--- src/rtl/pool_rf_ctrl_if.sv ---
// Stream and register-file bundle for the 2x2 max-pooling sequencer.
// master: the sequencer (drives in_ready, rf_*, out_*); slave: its surroundings.
interface pool_rf_ctrl_if #(
    parameter int DATA_W = 16,
    parameter int ADDR_W = 4
);
    logic              in_valid;
    logic              in_ready;
    logic [DATA_W-1:0] in_pix0;
    logic [DATA_W-1:0] in_pix1;
    logic              rf_wr1;
    logic              rf_wr2;
    logic [DATA_W-1:0] rf_in1;
    logic [DATA_W-1:0] rf_in2;
    logic [ADDR_W-1:0] rf_adrs_in1;
    logic [ADDR_W-1:0] rf_adrs_in2;
    logic [ADDR_W-1:0] rf_adrs_out;
    logic [DATA_W-1:0] rf_out;
    logic              out_valid;
    logic              out_ready;
    logic [DATA_W-1:0] out_data;
    logic              tile_done;

    modport master (
        input  in_valid, in_pix0, in_pix1, rf_out, out_ready,
        output in_ready, rf_wr1, rf_wr2, rf_in1, rf_in2,
        output rf_adrs_in1, rf_adrs_in2, rf_adrs_out,
        output out_valid, out_data, tile_done
    );

    modport slave (
        output in_valid, in_pix0, in_pix1, rf_out, out_ready,
        input  in_ready, rf_wr1, rf_wr2, rf_in1, rf_in2,
        input  rf_adrs_in1, rf_adrs_in2, rf_adrs_out,
        input  out_valid, out_data, tile_done
    );
endinterface

--- src/rtl/pool_rf_ctrl.sv ---
// 2x2 max-pooling sequencer: fills a 4x4 tile into the register file, then
// reads each 2x2 window and streams its maximum. Ports: clk, nrst, flush, bus.
module pool_rf_ctrl #(
    parameter int DATA_W     = 16,
    parameter int ADDR_W     = 4,
    parameter int SIGNED_CMP = 1
) (
    input  logic clk,
    input  logic nrst,
    input  logic flush,
    pool_rf_ctrl_if.master bus
);
    typedef enum logic [1:0] {FILL, DRAIN, EMIT} state_t;

    state_t            state_q, state_d;
    logic [2:0]        beat_q, beat_d;
    logic [1:0]        win_q, win_d;
    logic [2:0]        rd_q, rd_d;
    logic [DATA_W-1:0] max_q, max_d;
    logic              in_fire;
    logic              out_fire;
    logic              gt;

    assign bus.in_ready    = (state_q == FILL);
    assign in_fire         = bus.in_valid & bus.in_ready & ~flush;
    assign bus.rf_wr1      = in_fire;
    assign bus.rf_wr2      = in_fire;
    assign bus.rf_in1      = bus.in_pix0;
    assign bus.rf_in2      = bus.in_pix1;
    assign bus.rf_adrs_in1 = ADDR_W'({beat_q, 1'b0});
    assign bus.rf_adrs_in2 = ADDR_W'({beat_q, 1'b1});

    // Window base sits on bits 3/1, the in-window offset (+1, +4) on bits 2/0.
    assign bus.rf_adrs_out = (state_q == DRAIN && rd_q < 3'd4)
                           ? ADDR_W'({win_q[1], rd_q[1], win_q[0], rd_q[0]})
                           : '0;

    assign bus.out_valid = (state_q == EMIT);
    assign bus.out_data  = max_q;
    assign out_fire      = bus.out_valid & bus.out_ready & ~flush;
    assign bus.tile_done = out_fire & (win_q == 2'd3);

    always_comb begin
        gt = 1'b0;
        if (SIGNED_CMP != 0)
            gt = $signed(bus.rf_out) > $signed(max_q);
        else
            gt = bus.rf_out > max_q;
    end

    always_comb begin
        state_d = state_q;
        beat_d  = beat_q;
        win_d   = win_q;
        rd_d    = rd_q;
        max_d   = max_q;
        unique case (state_q)
            FILL: begin
                if (in_fire) begin
                    beat_d = beat_q + 3'd1;
                    if (beat_q == 3'd7) begin
                        state_d = DRAIN;
                        win_d   = 2'd0;
                        rd_d    = 3'd0;
                    end
                end
            end
            DRAIN: begin
                rd_d = rd_q + 3'd1;
                // Read data lags the address by one cycle.
                if (rd_q == 3'd1)
                    max_d = bus.rf_out;
                else if (rd_q >= 3'd2 && gt)
                    max_d = bus.rf_out;
                if (rd_q == 3'd4) begin
                    state_d = EMIT;
                    rd_d    = 3'd0;
                end
            end
            EMIT: begin
                if (out_fire) begin
                    rd_d = 3'd0;
                    if (win_q == 2'd3) begin
                        state_d = FILL;
                        beat_d  = 3'd0;
                        win_d   = 2'd0;
                    end else begin
                        state_d = DRAIN;
                        win_d   = win_q + 2'd1;
                    end
                end
            end
            default: state_d = FILL;
        endcase
        if (flush) begin
            state_d = FILL;
            beat_d  = 3'd0;
            win_d   = 2'd0;
            rd_d    = 3'd0;
        end
    end

    always_ff @(posedge clk or negedge nrst) begin
        if (!nrst) begin
            state_q <= FILL;
            beat_q  <= 3'd0;
            win_q   <= 2'd0;
            rd_q    <= 3'd0;
            max_q   <= '0;
        end else begin
            state_q <= state_d;
            beat_q  <= beat_d;
            win_q   <= win_d;
            rd_q    <= rd_d;
            max_q   <= max_d;
        end
    end
endmodule

--- src/flat_wrapper.sv ---
// flat-port wrapper written by rule: the top's interface ports become plain ports
module pool_rf_ctrl_flat 
#(
    parameter int DATA_W     = 16,
    parameter int ADDR_W     = 4,
    parameter int SIGNED_CMP = 1
)
  (clk, nrst, flush, bus_in_valid, bus_in_pix0, bus_in_pix1, bus_rf_out, bus_out_ready, bus_in_ready, bus_rf_wr1, bus_rf_wr2, bus_rf_in1, bus_rf_in2, bus_rf_adrs_in1, bus_rf_adrs_in2, bus_rf_adrs_out, bus_out_valid, bus_out_data, bus_tile_done);
  pool_rf_ctrl_if #(.DATA_W(DATA_W), .ADDR_W(ADDR_W)) bus_i ();
  input  logic clk;
  input  logic nrst;
  input  logic flush;
  input wire logic [$bits(bus_i.in_valid)-1:0] bus_in_valid;
  input wire logic [$bits(bus_i.in_pix0)-1:0] bus_in_pix0;
  input wire logic [$bits(bus_i.in_pix1)-1:0] bus_in_pix1;
  input wire logic [$bits(bus_i.rf_out)-1:0] bus_rf_out;
  input wire logic [$bits(bus_i.out_ready)-1:0] bus_out_ready;
  output wire logic [$bits(bus_i.in_ready)-1:0] bus_in_ready;
  output wire logic [$bits(bus_i.rf_wr1)-1:0] bus_rf_wr1;
  output wire logic [$bits(bus_i.rf_wr2)-1:0] bus_rf_wr2;
  output wire logic [$bits(bus_i.rf_in1)-1:0] bus_rf_in1;
  output wire logic [$bits(bus_i.rf_in2)-1:0] bus_rf_in2;
  output wire logic [$bits(bus_i.rf_adrs_in1)-1:0] bus_rf_adrs_in1;
  output wire logic [$bits(bus_i.rf_adrs_in2)-1:0] bus_rf_adrs_in2;
  output wire logic [$bits(bus_i.rf_adrs_out)-1:0] bus_rf_adrs_out;
  output wire logic [$bits(bus_i.out_valid)-1:0] bus_out_valid;
  output wire logic [$bits(bus_i.out_data)-1:0] bus_out_data;
  output wire logic [$bits(bus_i.tile_done)-1:0] bus_tile_done;
  assign bus_i.in_valid = bus_in_valid;
  assign bus_i.in_pix0 = bus_in_pix0;
  assign bus_i.in_pix1 = bus_in_pix1;
  assign bus_i.rf_out = bus_rf_out;
  assign bus_i.out_ready = bus_out_ready;
  assign bus_in_ready = bus_i.in_ready;
  assign bus_rf_wr1 = bus_i.rf_wr1;
  assign bus_rf_wr2 = bus_i.rf_wr2;
  assign bus_rf_in1 = bus_i.rf_in1;
  assign bus_rf_in2 = bus_i.rf_in2;
  assign bus_rf_adrs_in1 = bus_i.rf_adrs_in1;
  assign bus_rf_adrs_in2 = bus_i.rf_adrs_in2;
  assign bus_rf_adrs_out = bus_i.rf_adrs_out;
  assign bus_out_valid = bus_i.out_valid;
  assign bus_out_data = bus_i.out_data;
  assign bus_tile_done = bus_i.tile_done;
  pool_rf_ctrl #(.DATA_W(DATA_W), .ADDR_W(ADDR_W), .SIGNED_CMP(SIGNED_CMP)) u_core (.clk(clk), .nrst(nrst), .flush(flush), .bus(bus_i));
endmodule
--- config.mk ---
export PLATFORM = sky130hd
export DESIGN_NAME = pool_rf_ctrl_flat
export DESIGN_NICKNAME = d
export VERILOG_FILES = /design/src/rtl/pool_rf_ctrl_if.sv /design/src/rtl/pool_rf_ctrl.sv /design/src/flat_wrapper.sv
export SDC_FILE = /design/constraint.sdc
export NUM_CORES = 1
export LEC_CHECK = 0
export ABC_AREA = 0
export CAP_MARGIN = 20
export CORE_ASPECT_RATIO = 1.1
export CORE_MARGIN = 2
export CORE_UTILIZATION = 60
export CTS_BUF_LIST = sky130_fd_sc_hd__clkbuf_8
export CTS_CLUSTER_DIAMETER = 50
export CTS_CLUSTER_SIZE = 30
export DETAILED_ROUTE_END_ITERATION = 10
export DONT_BUFFER_PORTS = 1
export HOLD_SLACK_MARGIN = 0.02
export PLACE_DENSITY = 0.74
export RECOVER_POWER = 25
export REMOVE_ABC_BUFFERS = 1
export SYNTH_ARGS = -nofsm -noshare
export SYNTH_HDL_FRONTEND = slang
export SYNTH_SLANG_ARGS = --single-unit
--- constraint.sdc ---
create_clock -name clk -period 3.5 [get_ports clk]
set_clock_uncertainty 0.1 [all_clocks]
set_input_delay 0.7 -clock clk [delete_from_list [all_inputs] [get_ports clk]]
set_output_delay 0.7 -clock clk [all_outputs]
set_load 0.01 [all_outputs]
==> ci_impl_report.md <==
### Flow metrics

| Metric | Value |
|---|---|
| Setup Fix Bufs, Post-CTS | `0` |
| Flip-flops | `26` |
| Largest net degree at the start of global routing | `27` |
| H-tree depth | `1` |
| Port Buffer Count | `0` |
| CP Depth | `9` |
| # resized after CTS | `0` |
| Leakage | `0.8805 nW` |
| Area leader, netlist | `dfrtp_1` |
| Worst reg2reg path depth | `9` |
| DRT iter0 DRCs | `approximately 44` |
| M3 GR Usage | `21.36%` |
| Comb gates | `119` |
| Combinational share of power | `between 6 and 7%` |
| Final HPWL DP | `between 3000 and 4000 um` |
| Post-Route Setup TNS | `0 ps` |
| Reg2reg start | `u_core.bus.out_data[15]` |
| I/O pin count | `about 120` |
| Worst hold slack | `around 380 ps` |
| Max Slew Vio Count | `0` |
| Pwr/cell area | `approximately 330 nW/um^2` |
| Sequential fraction of the synthesis area | `about a third` |
| Buffer share of cell area | `0.6259%` |
| Drt wl/cell | `about 23 um` |
| Max Cap Viol | `0` |
| Share of layout cells above drive strength 1 | `between 10% and 20%` |
| Status | `complete, no violations` |
| CP bufs+invs | `2` |
| Met2 Usage GRT | `39.31%` |
| Final Setup Violations | `0` |
| DRC | `0` |
| WP data arrival | `2860 ps` |
| RR Endpoint | `u_core.bus.out_data[15]` |
| Nets | `between 200 and 250` |
| Hold path depth | `1` |
| Main power group | `sequential cells` |
| Largest logic family | `buffers and inverters` |
| Hold Crit Start | `flush` |
| Non-CTS buffers | `2` |
| Top Metal Used | `met4` |
| WHS Endpoint | `u_core.state_q[1]` |
| Crit end category | `flop` |
==> images/gates.png <==
Bar = 20 um.
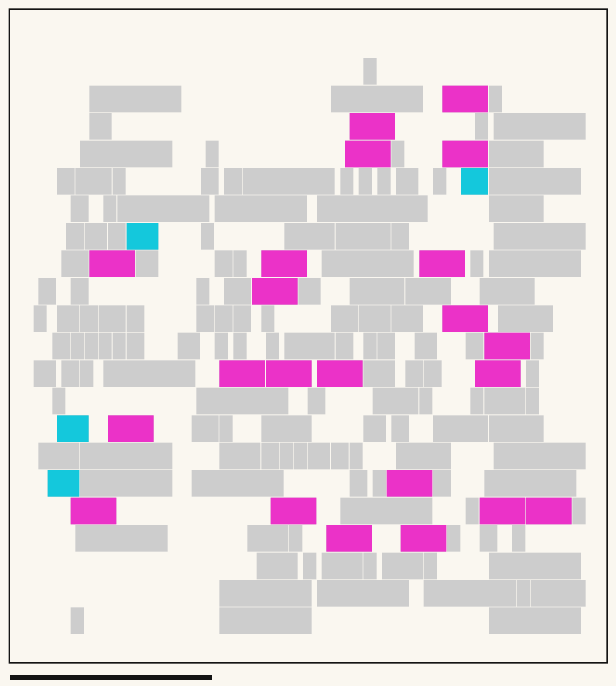
[non-inverting ao/oa cells] cyan | cells: 4
[fa/ha/maj cells] magenta | cells: 22
Comb/total area: 52.36%
Post-Layout Cell Count: 208
Top cell excl fill/tap: dfrtp_1

==> images/class_map.png <==
Bar = 20 um.
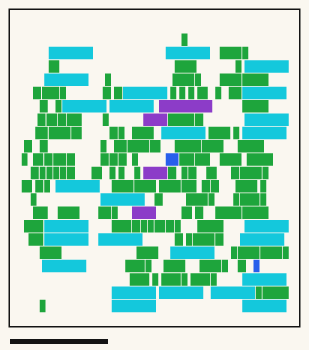
[sequential cells] cyan | cells: 26 | share of their area: 37%
[remaining buffers and delay cells] blue | cells: 2 | share of their area: 0.64%
[remaining logic cells] green | cells: 140 | share of their area: 58%
[clock drivers and dummy loads] purple | cells: 4 | share of their area: 4.1%

==> images/congestion_map.png <==
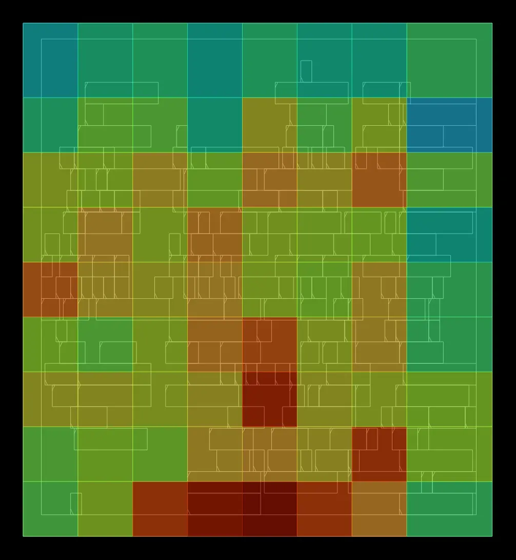
post-layout util: 54.93%
M1 GR Usage: 26.66%

==> images/sizing.png <==
Bar = 20 um.
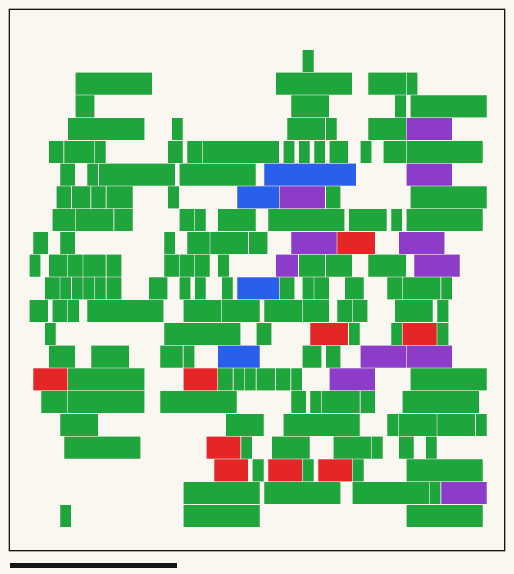
[x3 and x4] purple | cells: 11 | most used: mux2_4
[x6 and larger] blue | cells: 4 | most used: clkbuf_8
[x2] red | cells: 9 | most used: mux2_2
[x1 and smaller] green | cells: 148 | most used: dfrtp_1

==> images/ff_map.png <==
Bar = 20 um. Other sequential cells in the stronger grey, the rest of the logic in the fainter grey.
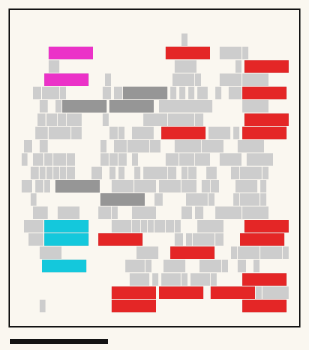
[`u_core.win_q`] magenta | placed flops: 2
[`u_core.bus.out_data`] red | placed flops: 16
[`u_core.beat_q`] cyan | placed flops: 3
Reg area: 650.6 um^2
Seq power: 0.307 mW
Seq/total area: 36.16%

No activity file was given, so power comes from the tool's default toggle rates.
